run_1/final_congestion.png
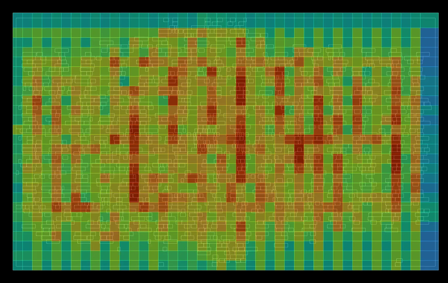
run_1/clock_map.png
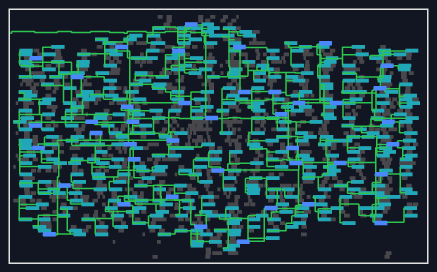
run_1/gate_families.png
Scale bar: 100 µm.
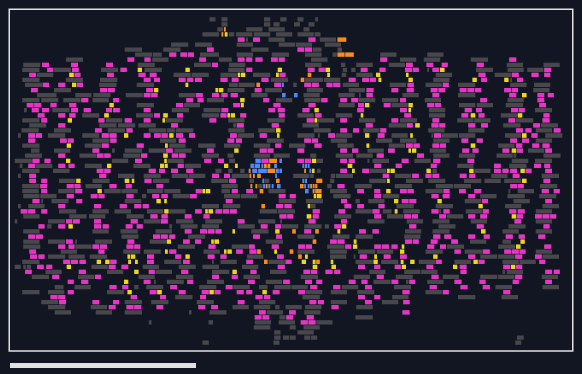
**src/rtl/palette_lut.sv**
```systemverilog
// Double-buffered colour palette with a 2-stage registered lookup; the bank swap waits for frame start.
// Optional PALETTE_TRANSPARENT_EN adds TRANSP_INDEX and a pixel-aligned transparent_o flag.
//
// state | meaning
// IDLE  | no swap requested; active bank is stable
// ARMED | swap requested; taken at the next frame_start_i
module palette_lut #(
  parameter int INDEX_W = 4,
  parameter int CH_W    = 4
`ifdef PALETTE_TRANSPARENT_EN
  , parameter int TRANSP_INDEX = 0
`endif
) (
  input  logic                Clk,
  input  logic                Reset,
  input  logic                pix_valid_i,
  input  logic [INDEX_W-1:0]  index_i,
  input  logic                frame_start_i,
  input  logic                wr_en_i,
  input  logic [INDEX_W-1:0]  wr_addr_i,
  input  logic [3*CH_W-1:0]   wr_data_i,
  input  logic                swap_req_i,
  output logic                swap_pending_o,
  output logic                active_bank_o,
  output logic                pix_valid_o,
  output logic [CH_W-1:0]     red,
  output logic [CH_W-1:0]     green,
  output logic [CH_W-1:0]     blue
`ifdef PALETTE_TRANSPARENT_EN
  , output logic              transparent_o
`endif
);

  localparam int DEPTH = 1 << INDEX_W;
  localparam int PIX_W = 3 * CH_W;

  typedef enum logic {IDLE = 1'b0, ARMED = 1'b1} swap_state_e;

  swap_state_e        state_q, state_d;
  logic               active_bank_q, active_bank_d;
  logic               swap_take;

  logic [PIX_W-1:0]   bank_q [2][DEPTH];

  logic [INDEX_W-1:0] idx1_q;
  logic               vld1_q;
  logic               bank1_q;
  logic [PIX_W-1:0]   rd_data;
  logic [PIX_W-1:0]   rgb_q;
  logic               vld2_q;

  function automatic logic [PIX_W-1:0] grey_entry(input int i);
    logic [CH_W-1:0] c;
    c = CH_W'(i);
    return {c, c, c};
  endfunction

  // A request arriving together with frame start is taken immediately.
  assign swap_take = frame_start_i && ((state_q == ARMED) || swap_req_i);

  always_comb begin
    state_d       = state_q;
    active_bank_d = active_bank_q;
    if (swap_take) begin
      state_d       = IDLE;
      active_bank_d = ~active_bank_q;
    end else if (swap_req_i) begin
      state_d = ARMED;
    end
  end

  always_ff @(posedge Clk or posedge Reset) begin
    if (Reset) begin
      state_q       <= IDLE;
      active_bank_q <= 1'b0;
    end else begin
      state_q       <= state_d;
      active_bank_q <= active_bank_d;
    end
  end

  // Writes always land in the bank that is shadow during the write cycle.
  always_ff @(posedge Clk or posedge Reset) begin
    if (Reset) begin
      for (int b = 0; b < 2; b++) begin
        for (int i = 0; i < DEPTH; i++) begin
          bank_q[b][i] <= grey_entry(i);
        end
      end
    end else if (wr_en_i) begin
      bank_q[~active_bank_q][wr_addr_i] <= wr_data_i;
    end
  end

  // Bank select travels with the pixel so in-flight lookups ignore a swap.
  always_ff @(posedge Clk or posedge Reset) begin
    if (Reset) begin
      idx1_q  <= '0;
      vld1_q  <= 1'b0;
      bank1_q <= 1'b0;
    end else begin
      idx1_q  <= index_i;
      vld1_q  <= pix_valid_i;
      bank1_q <= active_bank_q;
    end
  end

  assign rd_data = bank_q[bank1_q][idx1_q];

  always_ff @(posedge Clk or posedge Reset) begin
    if (Reset) begin
      rgb_q  <= '0;
      vld2_q <= 1'b0;
    end else begin
      vld2_q <= vld1_q;
      if (vld1_q) begin
        rgb_q <= rd_data;
      end
    end
  end

`ifdef PALETTE_TRANSPARENT_EN
  logic transp_q;

  always_ff @(posedge Clk or posedge Reset) begin
    if (Reset) begin
      transp_q <= 1'b0;
    end else begin
      transp_q <= vld1_q && (idx1_q == INDEX_W'(TRANSP_INDEX));
    end
  end

  assign transparent_o = transp_q;
`else
  // No transparency flag in this build.
`endif

  assign swap_pending_o = (state_q == ARMED);
  assign active_bank_o  = active_bank_q;
  assign pix_valid_o    = vld2_q;
  assign red            = rgb_q[3*CH_W-1:2*CH_W];
  assign green          = rgb_q[2*CH_W-1:CH_W];
  assign blue           = rgb_q[CH_W-1:0];

endmodule

```
**config.mk**
```make
export PLATFORM = sky130hd
export DESIGN_NAME = palette_lut
export DESIGN_NICKNAME = d
export VERILOG_FILES = /design/src/rtl/palette_lut.sv
export SDC_FILE = /design/constraint.sdc
export NUM_CORES = 1
export LEC_CHECK = 0
export ABC_AREA = 0
export CAP_MARGIN = 20
export CORE_ASPECT_RATIO = 0.6
export CORE_MARGIN = 2
export CORE_UTILIZATION = 35
export DETAILED_ROUTE_END_ITERATION = 8
export GPL_ROUTABILITY_DRIVEN = 0
export PLACE_DENSITY = 0.5
export SKIP_LAST_GASP = 1
export SLEW_MARGIN = 15
export SYNTH_ARGS = -nofsm -noshare
export SYNTH_HDL_FRONTEND = slang
export SYNTH_SLANG_ARGS = --single-unit
```
**constraint.sdc**
```tcl
create_clock -name Clk -period 19.5 [get_ports Clk]
set_input_delay 3.9 -clock Clk [delete_from_list [all_inputs] [get_ports Clk]]
set_output_delay 3.9 -clock Clk [all_outputs]
set_load 0.005 [all_outputs]
```
==> impl_metrics.json, run 1 <==
{
  "ys.flop_type": "dfrtp_1",
  "fp_util": 0.3554,
  "postRouteAntennaNets": 0,
  "fin_cells": 2052,
  "viasPerCell": 5.296,
  "finalSetupViolCount": 0,
  "drv_slew": 0,
  "r2r_end": "rgb_q[11]",
  "postSynthSeqShare": 0.5540,
  "hold_ws_ns": 0.5027,
  "ys_sh_xor": 0.0004677,
  "fin_crit_sh": 0.3239,
  "dp_hpwl_um": 30190,
  "holdPathStages": 1,
  "aoi_share": 0.05158,
  "path_clk_slew_ns": 0.06,
  "status": "complete, no violations",
  "fin_util": 0.3965,
  "fmax_mhz": 158.3,
  "ys_chip_area_um2": 18730
}
Notes on final_congestion.png above:
Routed WL per cell: 24.53 µm
met2 Use GR: 0.2664

Notes on clock_map.png above:
green -> clock wires  # length 5480 µm
cyan -> flip-flops  # count 405
blue -> cells driving clock nets  # count 41
flops lie = widely spread
routed clock nets = 42
clock network power: 0.000768 W
Late-Pin Clk Latency: 0.54 ns
Layout Skew: 0.01911 ns

Notes on gate_families.png above:
blue -> NAND gates  # cells 28, where center
orange -> NOR gates  # cells 38
magenta -> multiplexers  # cells 588
yellow -> inverting AOI/OAI gates  # cells 145

## run 1: power groups by stage
stage	Combinational, W	Sequential, W	Clock (W)
finish	0.000875	0.00151	0.000768
global route	0.000956	0.00156	0.000832
CTS	0.000885	0.00151	0.000793
detailed placement	0.000883	0.00153	0
global placement	0.000864	0.00151	0
floorplan	0.000736	0.00145	0
## run 1: layout by cell type (no fill, tap or decap), types with 6 or more instances in the layout
master and instances:
nor4_1 12, a21oi_1 48, clkdlybuf4s50_1 30, clkinv_2 6
dfstp_2 192, buf_4 23, mux2i_1 192, clkbuf_16 41
dfrtp_1 212, clkbuf_8 10, nand2_1 15, mux2_2 396
clkbuf_1 15, nor2_1 13, a22oi_1 96, buf_2 10
## run 1: layout make-up
type                       instances  area, µm²
clock inverter                     7      60.06
multi-input combinational        804       7772
timing repair buffer              65      570.5
sequential                       405      10380
inverter                           1      11.26
antenna                            1      2.502
tap                              703      879.6
clock buffer                      66       1220
fill                            4932      31810
## run 1: worst max-delay path: cells and delay by family
kind,cells,cell delay [ns]
buffers and inverters,4,2.73
## run 1: per-stage QoR
stage	setup WS (ns)	instance area [µm²]
floorplan	4.652	18730
global placement	12.45	19560
detailed placement	12.39	19590
CTS	12.99	20870
global route	12.76	20890
finish	13.18	20900
## run 1: layer usage
| layer | share of wire | GRT usage |
|---|---|---|
| met1 | 0.52 | 0.2857 |
| met2 | 0.42 | 0.2664 |
| met3 | 0.045 | 0.03719 |
| met4 | 0.015 | 0.03468 |
| met5 | 0 | 0 |
## run 1: worst max path at each step
stage,startpoint,endpoint
final,Reset,bank_q[20]
after global routing,Reset,bank_q[208]
after CTS,Reset,bank1_q
after detailed placement,Reset,bank1_q
after global placement,Reset,bank1_q
after floorplan,Reset,active_bank_o
==> run 2: changes to the inputs <==
--- a/config.mk
+++ b/config.mk
@@ -12,7 +12,7 @@
 export CORE_UTILIZATION = 35
 export DETAILED_ROUTE_END_ITERATION = 8
 export GPL_ROUTABILITY_DRIVEN = 0
-export PLACE_DENSITY = 0.5
+export PLACE_DENSITY = 0.52
 export SKIP_LAST_GASP = 1
 export SLEW_MARGIN = 15
 export SYNTH_ARGS = -nofsm -noshare
==> constraint.sdc (replaced) <==
create_clock -name Clk -period 5.8 [get_ports Clk]
set_input_delay 1.16 -clock Clk [delete_from_list [all_inputs] [get_ports Clk]]
set_output_delay 1.16 -clock Clk [all_outputs]
set_load 0.005 [all_outputs]
run_2/gate_families.png
Scale bar: 100 µm.
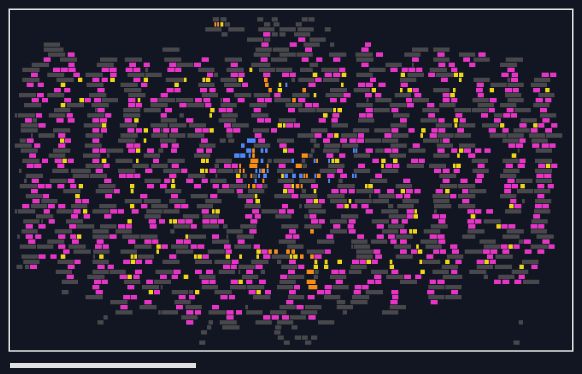
yellow -> inverting AOI/OAI gates  # cells 145
orange -> NOR gates  # cells 38
blue -> NAND gates  # cells 28, where center
magenta -> multiplexers  # cells 588
Finished Layout Cells: 2063
Top cell excl fill/tap: mux2_2
combinational share of cell area: 0.3704

run_2/final_congestion.png
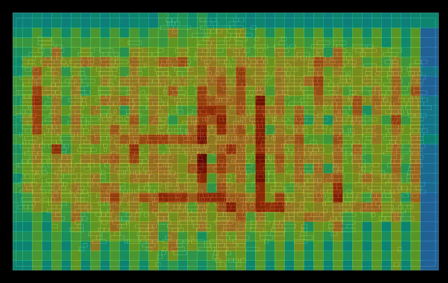
met1 Use GR: 0.2862
gr usage total: 0.1846

==> run 2 against run 1 <==
  * Die area stayed put
  * Critical path type is now primary input to register
  * Largest cell class unchanged
  * Utilization is 0.17 points higher
  * Via count hardly changed
  * Non-clock buffer count is 6 higher
  * Critical path depth is 1 higher
  * Global-route usage hardly changed
==> impl_metrics.json, run 2 <==
{
  "postSynthSeqShare": 0.5540,
  "hold_ws_ns": 0.5038,
  "fin_crit_sh": 0.5508,
  "io_pins": 41,
  "cts_root_buf": "clkbuf_16",
  "cts_buffers": 40,
  "drv_slew": 0,
  "power_leakage_nw": 9.012,
  "holdPathStages": 1,
  "met3_length_um": 2133,
  "top_register": "bank_q",
  "ys.flop_type": "dfrtp_1",
  "ys_chip_area_um2": 18730,
  "fin_setup_tns_ns": 0,
  "fp_util": 0.3554,
  "worstPathRequired_ns": 6.23,
  "relSlewSlack": 0.2550,
  "fin_util": 0.3982,
  "path_clk_slew_ns": 0.06,
  "ys.flops": 405,
  "layout_top_cells": "mux2_2 (396), dfrtp_1 (212), mux2i_1 (192), dfstp_2 (192), a22oi_1 (96)",
  "gr-usage-met3": 0.03506,
  "dp_hpwl_um": 30380,
  "grt_setup_unrepaired": "no",
  "area_leaders": "dfrtp_1 (28%), dfstp_2 (27%), mux2_2 (24%)",
  "wl_met2_um": 21060,
  "finalSetupViolCount": 0,
  "dieArea_um2": 55440,
  "topRoutingLayerUsed": "met4",
  "met2_usage": 0.2640,
  "htreeDepth": 2,
  "crit_path_start": "wr_en_i",
  "wl_met1_um": 25830,
  "fmax_mhz": 313.0,
  "syn_area_um2": 18730,
  "ys_sh_xor": 0.0004677,
  "status": "complete, no violations",
  "die_w_um": 302.6,
  "syn_to_final_growth_pct": 12.06,
  "vias": 10874,
  "viasPerCell": 5.271,
  "wl_per_cell_um": 24.23,
  "ctsHoldBuffers": 0,
  "grt.busiest_layer": "met1",
  "ys_sh_mux": 0.3407,
  "postRouteAntennaNets": 0,
  "aoi_share": 0.05158
}
run_2/clock_map.png
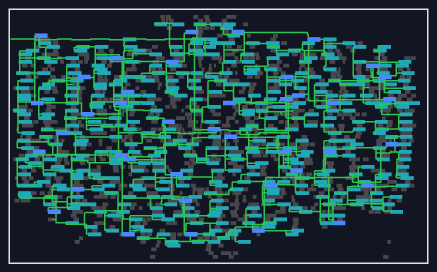
green -> clock wires  # length 5750 µm
cyan -> flip-flops  # count 405
blue -> cells driving clock nets  # count 40
flops lie = widely spread
Layout Skew: 0.01678 ns
clock network power: 0.00265 W
Late-Pin Clk Latency: 0.56 ns
clock network power share: 0.249

## run 2: cell counts after synthesis
Identical to the previous run, type by type.
## run 2: through the flow
| stage | area [µm²] | setup slack (ns) | std cells |
|---|---|---|---|
| after CTS | 20970 | 2.676 | 2058 |
| after floorplan | 18730 | -0.6590 | 1327 |
| after global placement | 19660 | 2.061 | 1982 |
| final | 20990 | 2.605 | 2063 |
| after detailed placement | 19680 | 2.094 | 1984 |
| after global routing | 20970 | 2.457 | 2058 |
## run 2: power by group
group	leakage, nW	internal [W]	switching (W)	total (W)
clock network	0.639	0.00150	0.00115	0.00265
registers	4.70	0.00441	0.000632	0.00505
logic	3.67	0.00166	0.00129	0.00295
total	9.01	0.00758	0.00307	0.0106
## run 2: kinds of logic after synthesis
kind of cell | count (synthesis)
xor+xnor | 1
simple gates | 70
buf+inv | 118
compound gates | 145
flops | 405
mux | 588
## run 2: cell type report
type | count | area [µm²]
Fill cell | 4947 | 31710
Sequential cell | 405 | 10380
Multi-Input combinational cell | 804 | 7772
Clock buffer | 59 | 1134
Tap cell | 703 | 879.6
Timing Repair Buffer | 71 | 640.6
Clock inverter | 15 | 161.4
Antenna cell | 5 | 12.51
Inverter | 1 | 7.507
## run 2: path summary, 6_finish.rpt
| kind | to | slack (ns) |
|---|---|---|
| worst max-delay path | bank_q[285] | 2.61 |
| worst min-delay path | bank_q[325] | 0.50 |
| worst max register to register | rgb_q[11] | 2.72 |
| worst min register to register | bank_q[325] | 0.50 |
| max in group asynchronous | bank_q[204] | 3.60 |
| min in group asynchronous | bank_q[136] | 1.02 |
## run 2: worst max-delay path: stages
cell and delay (ns):
clkdlybuf4s50_1 0.62, nand2_1 0.08, nor3_1 0.57, nand2_1 0.69, mux2_2 0.48
No activity file was given, so power comes from the tool's default toggle rates.
